[config.mk]
export PLATFORM = sky130hd
export DESIGN_NAME = sap_cpu_core
export DESIGN_NICKNAME = d
export VERILOG_FILES = /design/src/rtl/sap_pkg.sv /design/src/rtl/sap_alu.sv /design/src/rtl/sap_cpu_core.sv
export SDC_FILE = /design/constraint.sdc
export NUM_CORES = 1
export LEC_CHECK = 0
export ABC_AREA = 1
export CELL_PAD_IN_SITES_DETAIL_PLACEMENT = 0
export CELL_PAD_IN_SITES_GLOBAL_PLACEMENT = 1
export CORE_MARGIN = 3
export CORE_UTILIZATION = 45
export CTS_CLUSTER_DIAMETER = 60
export DETAILED_ROUTE_END_ITERATION = 6
export GPL_TIMING_DRIVEN = 1
export PLACE_DENSITY_LB_ADDON = 0.15
export SYNTH_ARGS = -nofsm -noshare
export SYNTH_HDL_FRONTEND = slang
export SYNTH_SLANG_ARGS = --single-unit
[constraint.sdc]
create_clock -name wb_clk_i -period 2.31 [get_ports wb_clk_i]
set_input_delay 0.462 -clock wb_clk_i [delete_from_list [all_inputs] [get_ports wb_clk_i]]
set_output_delay 0.462 -clock wb_clk_i [all_outputs]
set_load 0.005 [all_outputs]
[src/rtl/sap_pkg.sv]
// sap_pkg: shared definitions for the SAP accumulator CPU.
//   - opcode encodings (4-bit opcode field at the top of each instruction word)
//   - run/halt FSM state encoding
//   - helpers locating the opcode field for a given data width
package sap_pkg;

   localparam logic [3:0] OP_NOP = 4'h0;
   localparam logic [3:0] OP_LDA = 4'h1;
   localparam logic [3:0] OP_ADD = 4'h2;
   localparam logic [3:0] OP_SUB = 4'h3;
   localparam logic [3:0] OP_STA = 4'h4;
   localparam logic [3:0] OP_LDI = 4'h5;
   localparam logic [3:0] OP_JMP = 4'h6;
   localparam logic [3:0] OP_JZ  = 4'h7;
   localparam logic [3:0] OP_JC  = 4'h8;
   localparam logic [3:0] OP_OUT = 4'h9;
   localparam logic [3:0] OP_HLT = 4'hA;

   typedef enum logic [2:0] {
      ST_IDLE     = 3'd0,
      ST_FETCH    = 3'd1,
      ST_EXEC     = 3'd2,
      ST_ALU      = 3'd3,
      ST_OUT_WAIT = 3'd4,
      ST_HALT     = 3'd5
   } state_e;

   // Opcode occupies the four most significant bits of the instruction word.
   function automatic int opc_msb(input int data_w);
      return data_w - 1;
   endfunction

   function automatic int opc_lsb(input int data_w);
      return data_w - 4;
   endfunction

endpackage

[src/rtl/sap_alu.sv]
// sap_alu: combinational DATA_W-bit adder/subtractor.
//   a_i, b_i  : operands
//   sub_i     : 1 = a_i - b_i (as a + ~b + 1), 0 = a_i + b_i
//   result_o  : modular result
//   carry_o   : carry out of the MSB (for SUB, 1 means no borrow)
//   zero_o    : result == 0
module sap_alu #(
   parameter int DATA_W = 8
) (
   input  logic [DATA_W-1:0] a_i,
   input  logic [DATA_W-1:0] b_i,
   input  logic              sub_i,
   output logic [DATA_W-1:0] result_o,
   output logic              carry_o,
   output logic              zero_o
);

   logic [DATA_W-1:0] b_eff;
   logic [DATA_W:0]   sum;

   always_comb begin
      b_eff    = sub_i ? ~b_i : b_i;
      sum      = {1'b0, a_i} + {1'b0, b_eff} + {{DATA_W{1'b0}}, sub_i};
      result_o = sum[DATA_W-1:0];
      carry_o  = sum[DATA_W];
      zero_o   = (sum[DATA_W-1:0] == '0);
   end

endmodule

[src/rtl/sap_cpu_core.sv]
// sap_cpu_core: parametrised accumulator CPU with run/halt FSM.
//   wb_clk_i, wb_rst_n      : clock, synchronous active-low reset
//   run                     : level, starts execution from IDLE
//   load_en/addr/data       : RAM write port, honoured only in IDLE or HALT
//   out_data/valid/ready    : OUT instruction result, valid/ready handshake
//   halted                  : high once HLT has executed
//   acc_o, pc_o, flags_o    : accumulator, program counter, {carry, zero}
// DATA_W must be at least ADDR_W+4 so opcode and operand fields do not overlap.
module sap_cpu_core
   import sap_pkg::*;
#(
   parameter int DATA_W = 8,
   parameter int ADDR_W = 4
) (
   input  logic              wb_clk_i,
   input  logic              wb_rst_n,
   input  logic              run,
   input  logic              load_en,
   input  logic [ADDR_W-1:0] load_addr,
   input  logic [DATA_W-1:0] load_data,
   output logic [DATA_W-1:0] out_data,
   output logic              out_valid,
   input  logic              out_ready,
   output logic              halted,
   output logic [DATA_W-1:0] acc_o,
   output logic [ADDR_W-1:0] pc_o,
   output logic [1:0]        flags_o
);

   localparam int OPC_LSB = opc_lsb(DATA_W);

   // RAM is deliberately left out of reset so a loaded program survives it.
   logic [DATA_W-1:0] ram_q [2**ADDR_W];

   state_e            state_q, state_d;
   logic [DATA_W-1:0] a_q, a_d;
   logic [DATA_W-1:0] b_q, b_d;
   logic [DATA_W-1:0] ir_q, ir_d;
   logic [ADDR_W-1:0] pc_q, pc_d;
   logic              c_q, c_d;
   logic              z_q, z_d;
   logic [DATA_W-1:0] out_data_q, out_data_d;
   logic              out_valid_q, out_valid_d;
   logic              halted_q, halted_d;

   logic              ram_we;
   logic [ADDR_W-1:0] ram_waddr;
   logic [DATA_W-1:0] ram_wdata;

   logic [3:0]        opcode;
   logic [ADDR_W-1:0] operand;
   logic [DATA_W-1:0] alu_result;
   logic              alu_carry, alu_zero;
   logic              ir_unused;

   assign opcode    = ir_q[OPC_LSB +: 4];
   assign operand   = ir_q[ADDR_W-1:0];
   // Bits between the opcode and operand fields carry no meaning.
   assign ir_unused = ^ir_q;

   // IR still holds the ADD/SUB instruction while in ALU, so it selects the op.
   sap_alu #(.DATA_W(DATA_W)) u_alu (
      .a_i      (a_q),
      .b_i      (b_q),
      .sub_i    (opcode == OP_SUB),
      .result_o (alu_result),
      .carry_o  (alu_carry),
      .zero_o   (alu_zero)
   );

   always_comb begin
      state_d     = state_q;
      a_d         = a_q;
      b_d         = b_q;
      ir_d        = ir_q;
      pc_d        = pc_q;
      c_d         = c_q;
      z_d         = z_q;
      out_data_d  = out_data_q;
      out_valid_d = out_valid_q;
      halted_d    = halted_q;

      unique case (state_q)
         ST_IDLE: begin
            if (run) state_d = ST_FETCH;
         end
         ST_FETCH: begin
            ir_d    = ram_q[pc_q];
            pc_d    = pc_q + 1'b1;
            state_d = ST_EXEC;
         end
         ST_EXEC: begin
            state_d = ST_FETCH;
            unique case (opcode)
               OP_LDA: a_d = ram_q[operand];
               OP_ADD, OP_SUB: begin
                  b_d     = ram_q[operand];
                  state_d = ST_ALU;
               end
               OP_LDI: a_d = DATA_W'(operand);
               OP_JMP: pc_d = operand;
               OP_JZ:  if (z_q) pc_d = operand;
               OP_JC:  if (c_q) pc_d = operand;
               OP_OUT: begin
                  out_data_d  = a_q;
                  out_valid_d = 1'b1;
                  state_d     = ST_OUT_WAIT;
               end
               OP_HLT: begin
                  halted_d = 1'b1;
                  state_d  = ST_HALT;
               end
               default: ;  // NOP, STA (handled on the RAM port), B..F
            endcase
         end
         ST_ALU: begin
            a_d     = alu_result;
            c_d     = alu_carry;
            z_d     = alu_zero;
            state_d = ST_FETCH;
         end
         ST_OUT_WAIT: begin
            if (out_ready) begin
               out_valid_d = 1'b0;
               state_d     = ST_FETCH;
            end
         end
         ST_HALT: ;
         default: state_d = ST_IDLE;
      endcase
   end

   // RAM write port: STA only occurs in EXEC, external loads only in IDLE/HALT,
   // so the two sources never compete.
   always_comb begin
      ram_we    = 1'b0;
      ram_waddr = load_addr;
      ram_wdata = load_data;
      if (wb_rst_n && state_q == ST_EXEC && opcode == OP_STA) begin
         ram_we    = 1'b1;
         ram_waddr = operand;
         ram_wdata = a_q;
      end else if (load_en && (state_q == ST_IDLE || state_q == ST_HALT)) begin
         ram_we = 1'b1;
      end
   end

   always_ff @(posedge wb_clk_i) begin
      if (ram_we) ram_q[ram_waddr] <= ram_wdata;
   end

   always_ff @(posedge wb_clk_i) begin
      if (!wb_rst_n) begin
         state_q     <= ST_IDLE;
         a_q         <= '0;
         b_q         <= '0;
         ir_q        <= '0;
         pc_q        <= '0;
         c_q         <= 1'b0;
         z_q         <= 1'b0;
         out_data_q  <= '0;
         out_valid_q <= 1'b0;
         halted_q    <= 1'b0;
      end else begin
         state_q     <= state_d;
         a_q         <= a_d;
         b_q         <= b_d;
         ir_q        <= ir_d;
         pc_q        <= pc_d;
         c_q         <= c_d;
         z_q         <= z_d;
         out_data_q  <= out_data_d;
         out_valid_q <= out_valid_d;
         halted_q    <= halted_d;
      end
   end

   assign out_data  = out_data_q;
   assign out_valid = out_valid_q;
   assign halted    = halted_q;
   assign acc_o     = a_q;
   assign pc_o      = pc_q;
   assign flags_o   = {c_q, z_q};

endmodule

==> changes_impl.md <==
### Physical design

- Status: finished, final reports clean
- Post-synth EDFFs: 128
- Setup repair bufs after CTS: 0
- Total congestion overflow: 0
- Slew @ Worst Pin: 0.578 ns
- Post-Syn Instances: 1,021
- Maximum root-to-sink buffer count: 2
- Chip area: 21,500 µm²
- Yosys aoi share: 0.181
- Synthesized-area fraction occupied by adder cells: 0.0149
- Rel. slew slack: 0.614
- Dominant combinational family: AND-OR/OR-AND gates
- First-pass GRT wire length: 40,100 µm
- Basic Gates by Area: 0.177
- Dominant synthesized flop cell: edfxtp_1
- Crit path largest cell delay: 0.68 ns
- DP Wirelength: 17,900 µm
- DR WL met2: 11,100 µm
- Yosys xor share: 0.00982
- Antenna viol nets, final: 0
- Hold slack: 0.467 ns
- Fraction of layout cells with a size suffix above 1: 0.127
- Net Switching: 0.00244 W
- Die H: 147 µm
- Area grow syn2layout: 19.5%
- Sequential power: 0.00351 W
- CP Capture Type: output port
- Cell total in the yosys stat output: 1,021
- Vias in the first global route: 6,902
- Met3 WL post-DR: 2190 µm
- Leakage: 4.14 nW
- Warning total across the stage logs: 28
- Delay-heaviest family, CP: flip-flops
- WP data arrival: 1.73 ns
- PD cells: 740 nW/µm²
- Commonest Layout Cell: nand2_1
- Placement Setup Slack: -0.353 ns
- Via-to-Cell Ratio: 5.57
- Max layer used: met4
- Fill count: 1,749
- Slowest-stage cell, CP: dfxtp_4
- Worst path bufs/invs: 1
- Final slew viol count: 0
- Htree depth: 4
- Sw Share: 0.309
- Cell Type Count: 37
- Reported combinational group power: 0.00177 W
- Main power group: sequential cells
- Final worst slack: 0.117 ns
- Final instance area: 10,700 µm²
- Multiplexer share: 0
- MI comb area: 3480 µm²
- Power Clock: 0.00260 W
- Setup TNS: 0 ns
- Largest fanout on the critical path: 47
- Number of DRC markers in iteration 0: 684
- Logic pwr share: 0.224
- Period minus WS final: 2.19 ns
- Largest net degree at the start of global routing: 69
- Unrepaired setup endpoints after global routing: yes
- Critical-path cell list: clkdlybuf4s50_1
- Syn avg cell area: 8.73 µm²
- Total Power: 0.00789 W
- CTS clock-pin slew for the worst setup and hold paths: 0.07 ns
- Cell type with the largest total area: edfxtp_1
- Cycle use final: 0.949
- HP Class: flop to flop
- Max reg flops: 128
- Fin. Hold Viols: 0
- Synth top cells by count: 163 x nand2_1, 128 x edfxtp_1, 126 x inv_1, 125 x nand3_1, 95 x o21ai_0
- Setup CP Type: flop to output port
final timing paths:
| kind | start | endpoint | slack, ns |
|---|---|---|---|
| setup / recovery | pc_o[0] | pc_o[0] | 0.12 |
| setup reg to reg | ir_q[6] | z_q | 0.14 |
| hold reg to reg | halted | halted | 0.47 |
| hold / removal | halted | halted | 0.47 |
cell type report:
class | count | share of cell area
Sequential cell | 171 | 0.443
Multi-Input combinational cell | 656 | 0.327
Timing Repair Buffer | 113 | 0.103
Inverter | 131 | 0.0462
Clock buffer | 18 | 0.0403
Tap cell | 260 | 0.0305
Clock inverter | 14 | 0.0105
metal layers:
metal,GRT usage,up-vias
li1,-,3684
met1,0.369,3568
met2,0.348,302
met3,0.0552,36
met4,0.0767,0
met5,0,-
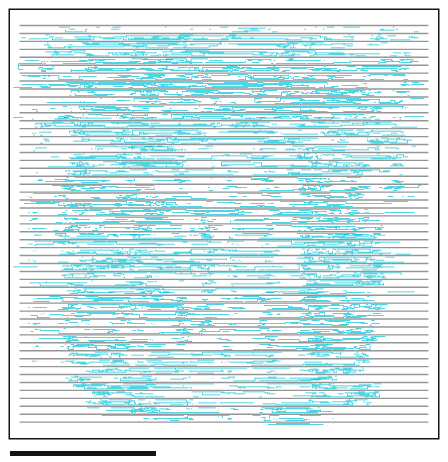
layer_met1.png
Scale bar: 50 µm. Supply wires on this layer in grey.
1,031 nets have wire on it. The wires run mostly horizontal.
routed vias: 7,590
WL final: 25,700 µm
met1 usage: 0.369

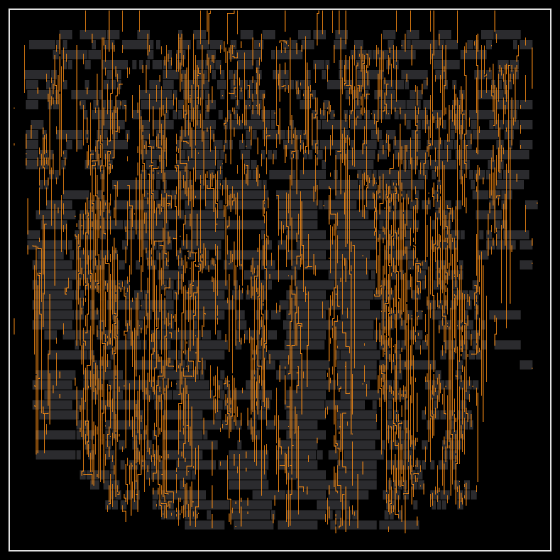
layer_met2.png
The wires run mostly vertical. The layer carries 11,100 µm of wire. The layer holds 43% of the routed length. The longest straight run is 58.8 µm. 840 nets have wire on it.
met2 Use GR: 0.348

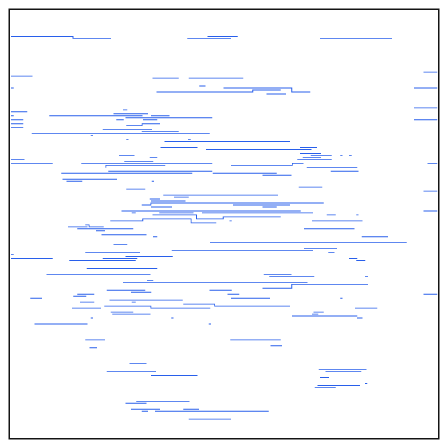
layer_met3.png
110 nets have wire on it. The wires run mostly horizontal.
GR Util met3: 0.0552

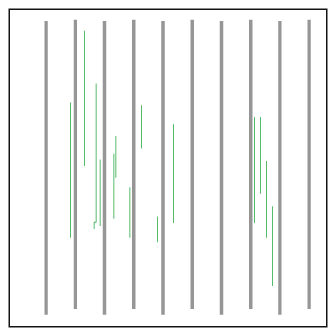
layer_met4.png
Supply wires on this layer in grey.
12 nets have wire on it. The wires run mostly vertical. The layer carries 529 µm of wire. The layer holds 2.1% of the routed length. The longest straight run is 64.2 µm.

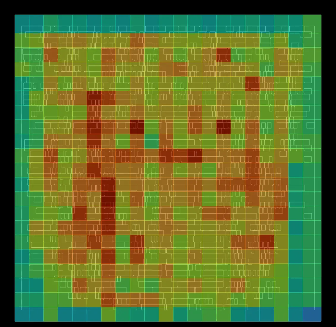
congestion.png
Core Util, Final: 0.558
Wirelength per Cell: 18.9 µm
GRT Total Usage: 0.244

Power and IR drop assume default switching activity.
